===== config.mk =====
export PLATFORM = sky130hd
export DESIGN_NAME = coder_onehot_seq
export DESIGN_NICKNAME = d
export VERILOG_FILES = /design/src/rtl/coder_onehot_seq.sv
export SDC_FILE = /design/constraint.sdc
export NUM_CORES = 1
export LEC_CHECK = 0
export ABC_CLOCK_PERIOD_IN_PS = 6200
export CAP_MARGIN = 10
export CORE_MARGIN = 1
export CORE_UTILIZATION = 44
export DETAILED_ROUTE_END_ITERATION = 10
export PLACE_DENSITY = 0.65
export SYNTH_ARGS = -nofsm -noshare
export SYNTH_HDL_FRONTEND = slang
export SYNTH_SLANG_ARGS = --single-unit

===== constraint.sdc =====
create_clock -name i_clk -period 6.2 [get_ports i_clk]
set_clock_uncertainty 0.15 [all_clocks]
set_input_delay 0.62 -clock i_clk [delete_from_list [all_inputs] [get_ports i_clk]]
set_output_delay 0.62 -clock i_clk [all_outputs]
set_load 0.02 [all_outputs]

===== src/rtl/coder_onehot_seq.sv =====
// Registered IW -> 2**IW one-hot decoder with valid/ready input.
// Modes: direct (latched decode), pulse (one-hot for a dwell, then cleared)
// and scan (one-hot walks 0..bound, each index held for the dwell).
module coder_onehot_seq #(
  parameter int IW      = 4,
  parameter int DWELL_W = 8,
  parameter int ACT_LOW = 0,
  localparam int OW     = 1 << IW
) (
  input  logic               i_clk,
  input  logic               i_rst,
  input  logic               i_en,
  input  logic [1:0]         i_mode,
  input  logic [DWELL_W-1:0] i_dwell,
  input  logic [IW-1:0]      i_inp,
  input  logic               i_inp_vld,
  output logic               o_inp_rdy,
  output logic [OW-1:0]      o_res,
  output logic [IW-1:0]      o_idx,
  output logic               o_res_vld
);

  localparam logic [1:0] S_IDLE  = 2'd0;
  localparam logic [1:0] S_HOLD  = 2'd1;
  localparam logic [1:0] S_PULSE = 2'd2;
  localparam logic [1:0] S_SCAN  = 2'd3;

  localparam logic [1:0] M_DIR = 2'b00;
  localparam logic [1:0] M_PUL = 2'b01;
  localparam logic [1:0] M_SCN = 2'b10;

  localparam logic [OW-1:0] INACT = (ACT_LOW != 0) ? {OW{1'b1}} : {OW{1'b0}};

  logic [1:0]         r_state, r_mode;
  logic [IW-1:0]      r_idx, r_bound;
  logic [DWELL_W-1:0] r_cnt;
  logic               r_vld, r_live, r_abort;
  logic [OW-1:0]      r_res;

  logic [1:0]         w_state_n, w_mode_n, w_mode_req;
  logic [IW-1:0]      w_idx_n, w_bound_n, w_bound_eff;
  logic [DWELL_W-1:0] w_cnt_n, w_dwell_m1;
  logic               w_vld_n, w_abort_n, w_mismatch, w_rdy, w_xfer;
  logic [OW-1:0]      w_hot, w_res_n;

  // Reserved mode 11 is folded onto direct so it never looks like a mode change.
  assign w_mode_req = (i_mode == 2'b11) ? M_DIR : i_mode;
  assign w_mismatch = (r_state != S_IDLE) && (w_mode_req != r_mode);
  // r_live keeps ready low for the first cycle out of reset; r_abort for the
  // cycle after a mode-change abort.
  assign w_rdy      = i_en && !i_rst && r_live && !r_abort && !w_mismatch &&
                      (r_state != S_PULSE);
  assign w_xfer     = w_rdy && i_inp_vld;
  // Dwell counts down to zero, so load D-1 with DWELL=0 treated as 1.
  assign w_dwell_m1 = (i_dwell == '0) ? '0 : i_dwell - 1'b1;
  // A bound written in the same cycle as a scan step takes effect for that step.
  assign w_bound_eff = w_xfer ? i_inp : r_bound;

  // Next-state, index, dwell and bound computation.
  always_comb begin
    w_state_n = r_state;
    w_mode_n  = r_mode;
    w_idx_n   = r_idx;
    w_vld_n   = r_vld;
    w_cnt_n   = r_cnt;
    w_bound_n = r_bound;
    w_abort_n = 1'b0;
    if (w_mismatch) begin
      w_state_n = S_IDLE;
      w_idx_n   = '0;
      w_vld_n   = 1'b0;
      w_cnt_n   = '0;
      w_abort_n = 1'b1;
    end else begin
      case (r_state)
        S_IDLE, S_HOLD: begin
          if (w_xfer) begin
            w_mode_n = w_mode_req;
            w_vld_n  = 1'b1;
            case (w_mode_req)
              M_PUL: begin
                w_state_n = S_PULSE;
                w_idx_n   = i_inp;
                w_cnt_n   = w_dwell_m1;
              end
              M_SCN: begin
                w_state_n = S_SCAN;
                w_bound_n = i_inp;
                w_idx_n   = '0;
                w_cnt_n   = w_dwell_m1;
              end
              default: begin
                w_state_n = S_HOLD;
                w_idx_n   = i_inp;
              end
            endcase
          end
        end
        S_PULSE: begin
          if (r_cnt == '0) begin
            w_state_n = S_IDLE;
            w_idx_n   = '0;
            w_vld_n   = 1'b0;
          end else begin
            w_cnt_n = r_cnt - 1'b1;
          end
        end
        default: begin  // S_SCAN
          if (w_xfer) w_bound_n = i_inp;
          if (r_cnt == '0) begin
            w_idx_n = (r_idx >= w_bound_eff) ? '0 : r_idx + 1'b1;
            w_cnt_n = w_dwell_m1;
          end else begin
            w_cnt_n = r_cnt - 1'b1;
          end
        end
      endcase
    end
  end

  // Output code for the next cycle, polarity applied.
  always_comb begin
    w_hot   = {{(OW-1){1'b0}}, 1'b1} << w_idx_n;
    w_res_n = w_vld_n ? w_hot : '0;
    if (ACT_LOW != 0) w_res_n = ~w_res_n;
  end

  // State register; EN=0 freezes everything including the dwell count.
  always_ff @(posedge i_clk) begin
    if (i_rst) begin
      r_state <= S_IDLE;
      r_mode  <= M_DIR;
      r_idx   <= '0;
      r_bound <= '0;
      r_cnt   <= '0;
      r_vld   <= 1'b0;
      r_live  <= 1'b0;
      r_abort <= 1'b0;
      r_res   <= INACT;
    end else if (i_en) begin
      r_state <= w_state_n;
      r_mode  <= w_mode_n;
      r_idx   <= w_idx_n;
      r_bound <= w_bound_n;
      r_cnt   <= w_cnt_n;
      r_vld   <= w_vld_n;
      r_live  <= 1'b1;
      r_abort <= w_abort_n;
      r_res   <= w_res_n;
    end
  end

  assign o_inp_rdy = w_rdy;
  assign o_res     = r_res;
  assign o_idx     = r_idx;
  assign o_res_vld = r_vld;

endmodule


==> summary.txt <==
die width -> 75.8 um
setup TNS -> 0 ns
cell area after layout -> 2940 um^2
Max Fclk -> 0.200 GHz
Unique cell types -> 61
WP data required -> 6.24 ns
area share, top type -> 32.6%
CTS tree -> built
max_cap viols -> 0
cell type with the largest total area -> dfxtp_1
Initial DRC Count -> 107
worst-path maximum fanout -> 9
Syn Inst Count -> 267
Total GRT Usage -> 22.5%
Layout Nets -> 334
FFs w/ async S/R, synth -> 0%
I/O Pins -> 40
Post-synth EDFFs -> 0
most common logic cells in the final layout -> 39 x clkdlybuf4s50_1, 39 x dfxtp_1, 34 x nor2_1
setup repair bufs after CTS -> 0
initial antenna violation count -> 0
first-pass GRT wire length -> 9570 um
tool warning count -> 29
clk ins delay skew pair -> 0.29 ns
H-tree depth -> 2
drt drc -> 0
PwrDens -> 170 nW/um^2
Detailed Place HPWL -> 4350 um
chip area -> 5740 um^2
IO buf count -> 39
Pre-Repair DR Iteration Count -> 4
clock transition at the registers of the reported paths -> 0.08 ns
min Tclk post-route -> 5.01 ns
Nets at Floorplan -> 296
Num CTS Buffers -> 5
status -> completed
routed vias/inst -> 5.83
placed cell areas -> 2850 um^2
core area -> 5170 um^2
Area growth syn-to-layout -> 22.6%
cts hold-fix bufs -> 0
synthesized cell area -> 2400 um^2
CP Launch Type -> input port
critical path type -> input port to flop
layout cells sized above 1 -> 9.48%
vias in the first global route -> 1924
Routed WL per cell -> 15.9 um
Root Buffer -> clkbuf_8
Worst slew margin -> 20.9%
Max clock buf depth -> 2
Die H -> 75.8 um
[cells in the mapped netlist, types with 3 or more instances]
cell type / count
a32o_1: 10
clkbuf_1: 8
o31ai_1: 3
nand2_1: 19
xnor2_1: 8
o21ai_0: 8
o21a_1: 4
mux2i_1: 12
o21ai_1: 3
a21oi_1: 9
xor2_1: 5
nor3_1: 6
o22ai_1: 6
inv_1: 12
dfxtp_1: 39
a22o_1: 4
o211ai_1: 5
nand3_1: 3
o2111ai_1: 3
ha_1: 11
nand4b_1: 3
a22oi_1: 6
nor2_1: 34
[sequential cells by signal, summed over array words and instances, names as in the netlist, 2 cells and up]
register	cells
r_bound	4
o_idx	4
o_res	16
r_mode	2
r_cnt	8
r_state	2
[cell type report]
class / instances / share of cell area (%)
Clock inverter: 3 / 0.681
Timing Repair Buffer: 41 / 13.8
Tap cell: 70 / 2.98
Sequential cell: 39 / 26.6
Multi-Input combinational cell: 205 / 52.0
Clock buffer: 5 / 2.34
Inverter: 13 / 1.66
[cells by family after synthesis]
| group | synth area share [%] |
|---|---|
| AOI/OAI and AO/OA | 29.4 |
| and+or+nand+nor | 18.3 |
| DFF | 32.6 |
| buffers and inverters | 3.71 |
| xor gates and xnor gates | 4.75 |
| muxes | 5.48 |
| adders and majority gates | 5.74 |
[stage by stage]
step / hold WS [ns] / cells / utilization [%] / power [uW] / setup slack (ns)
floorplan: 0.277 / 267 / - / 305 / 1.96
global placement: 0.290 / 368 / 55.1 / 332 / 1.06
detailed placement: 0.295 / 368 / 55.1 / 332 / 0.950
CTS: 0.315 / 376 / 56.8 / 506 / 1.25
global route: 0.337 / 376 / 56.8 / 522 / 0.795
finish: 0.310 / 376 / 56.8 / 500 / 1.19
[critical path, stage by stage]
cell and delay (ns):
clkdlybuf4s50_1 0.51, inv_1 0.06, ha_1 0.26, xor2_1 0.20, nor2_1 0.44, nand2_1 0.16, a21oi_1 0.44, mux2_2 0.39
ha_1 0.26, nand2b_1 0.14, a211oi_1 0.45, o211ai_1 0.16, a22o_1 0.24, or2_0 0.39, a32o_1 0.32
[layer usage]
layer / vias up / track usage, % / share of wire, % / wire length (um)
met4: 0 / 7.41 / 1.5 / 92
met3: 9 / 3.97 / 4.0 / 238
met1: 1035 / 31.5 / 49 / 2940
li1: 1099 / - / - / -
met5: - / 0 / 0 / 0
met2: 49 / 34.9 / 45 / 2730
[power by group]
part | internal [uW] | switching [uW] | total (uW)
sequential | 253 | 3.35 | 256
clock | 78.3 | 95.0 | 173
combinational | 30.6 | 40.1 | 70.7
[path summary, 6_finish.rpt]
| path | start | endpoint | cells past startpoint |
|---|---|---|---|
| min reg2reg | o_res[7] | o_res[7] | 2 |
| min | o_res[7] | o_res[7] | 2 |
| max reg2reg | r_mode[0] | o_res[0] | 12 |
| max | i_mode[0] | o_res[0] | 15 |
placed.png
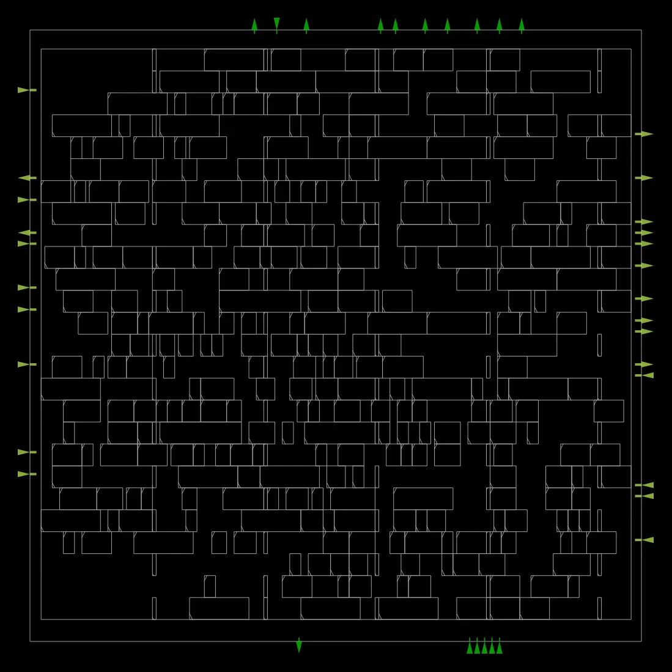
Util after Layout: 56.8%
row count: 26
Non-Filler Instances: 376
Fillers: 472

m3.png
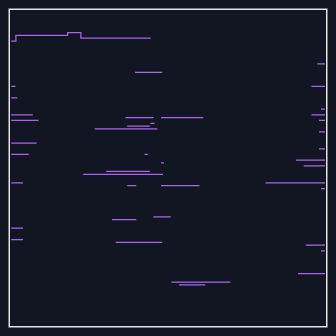
share of all routed wire: 4.0%
wire length on this layer: 239 um
nets with wire on the layer: 35
main direction: horizontal
Routed WL: 6000 um
met3 global-route usage: 3.97%
DR vias: 2192

ff_map.png
Other sequential cells in the stronger gray, the rest of the logic in the fainter gray.
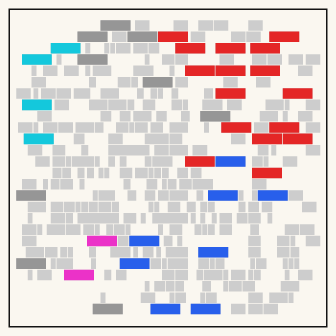
| color | signal | placed flops |
|---|---|---|
| blue | r_cnt | 8 |
| magenta | r_state | 2 |
| cyan | r_bound | 4 |
| red | o_res | 16 |
not colored: 9
Storage cell area: 781 um^2
Seq. pwr: 256 uW
Seq area share: 26.6%

Power and IR drop assume default switching activity.
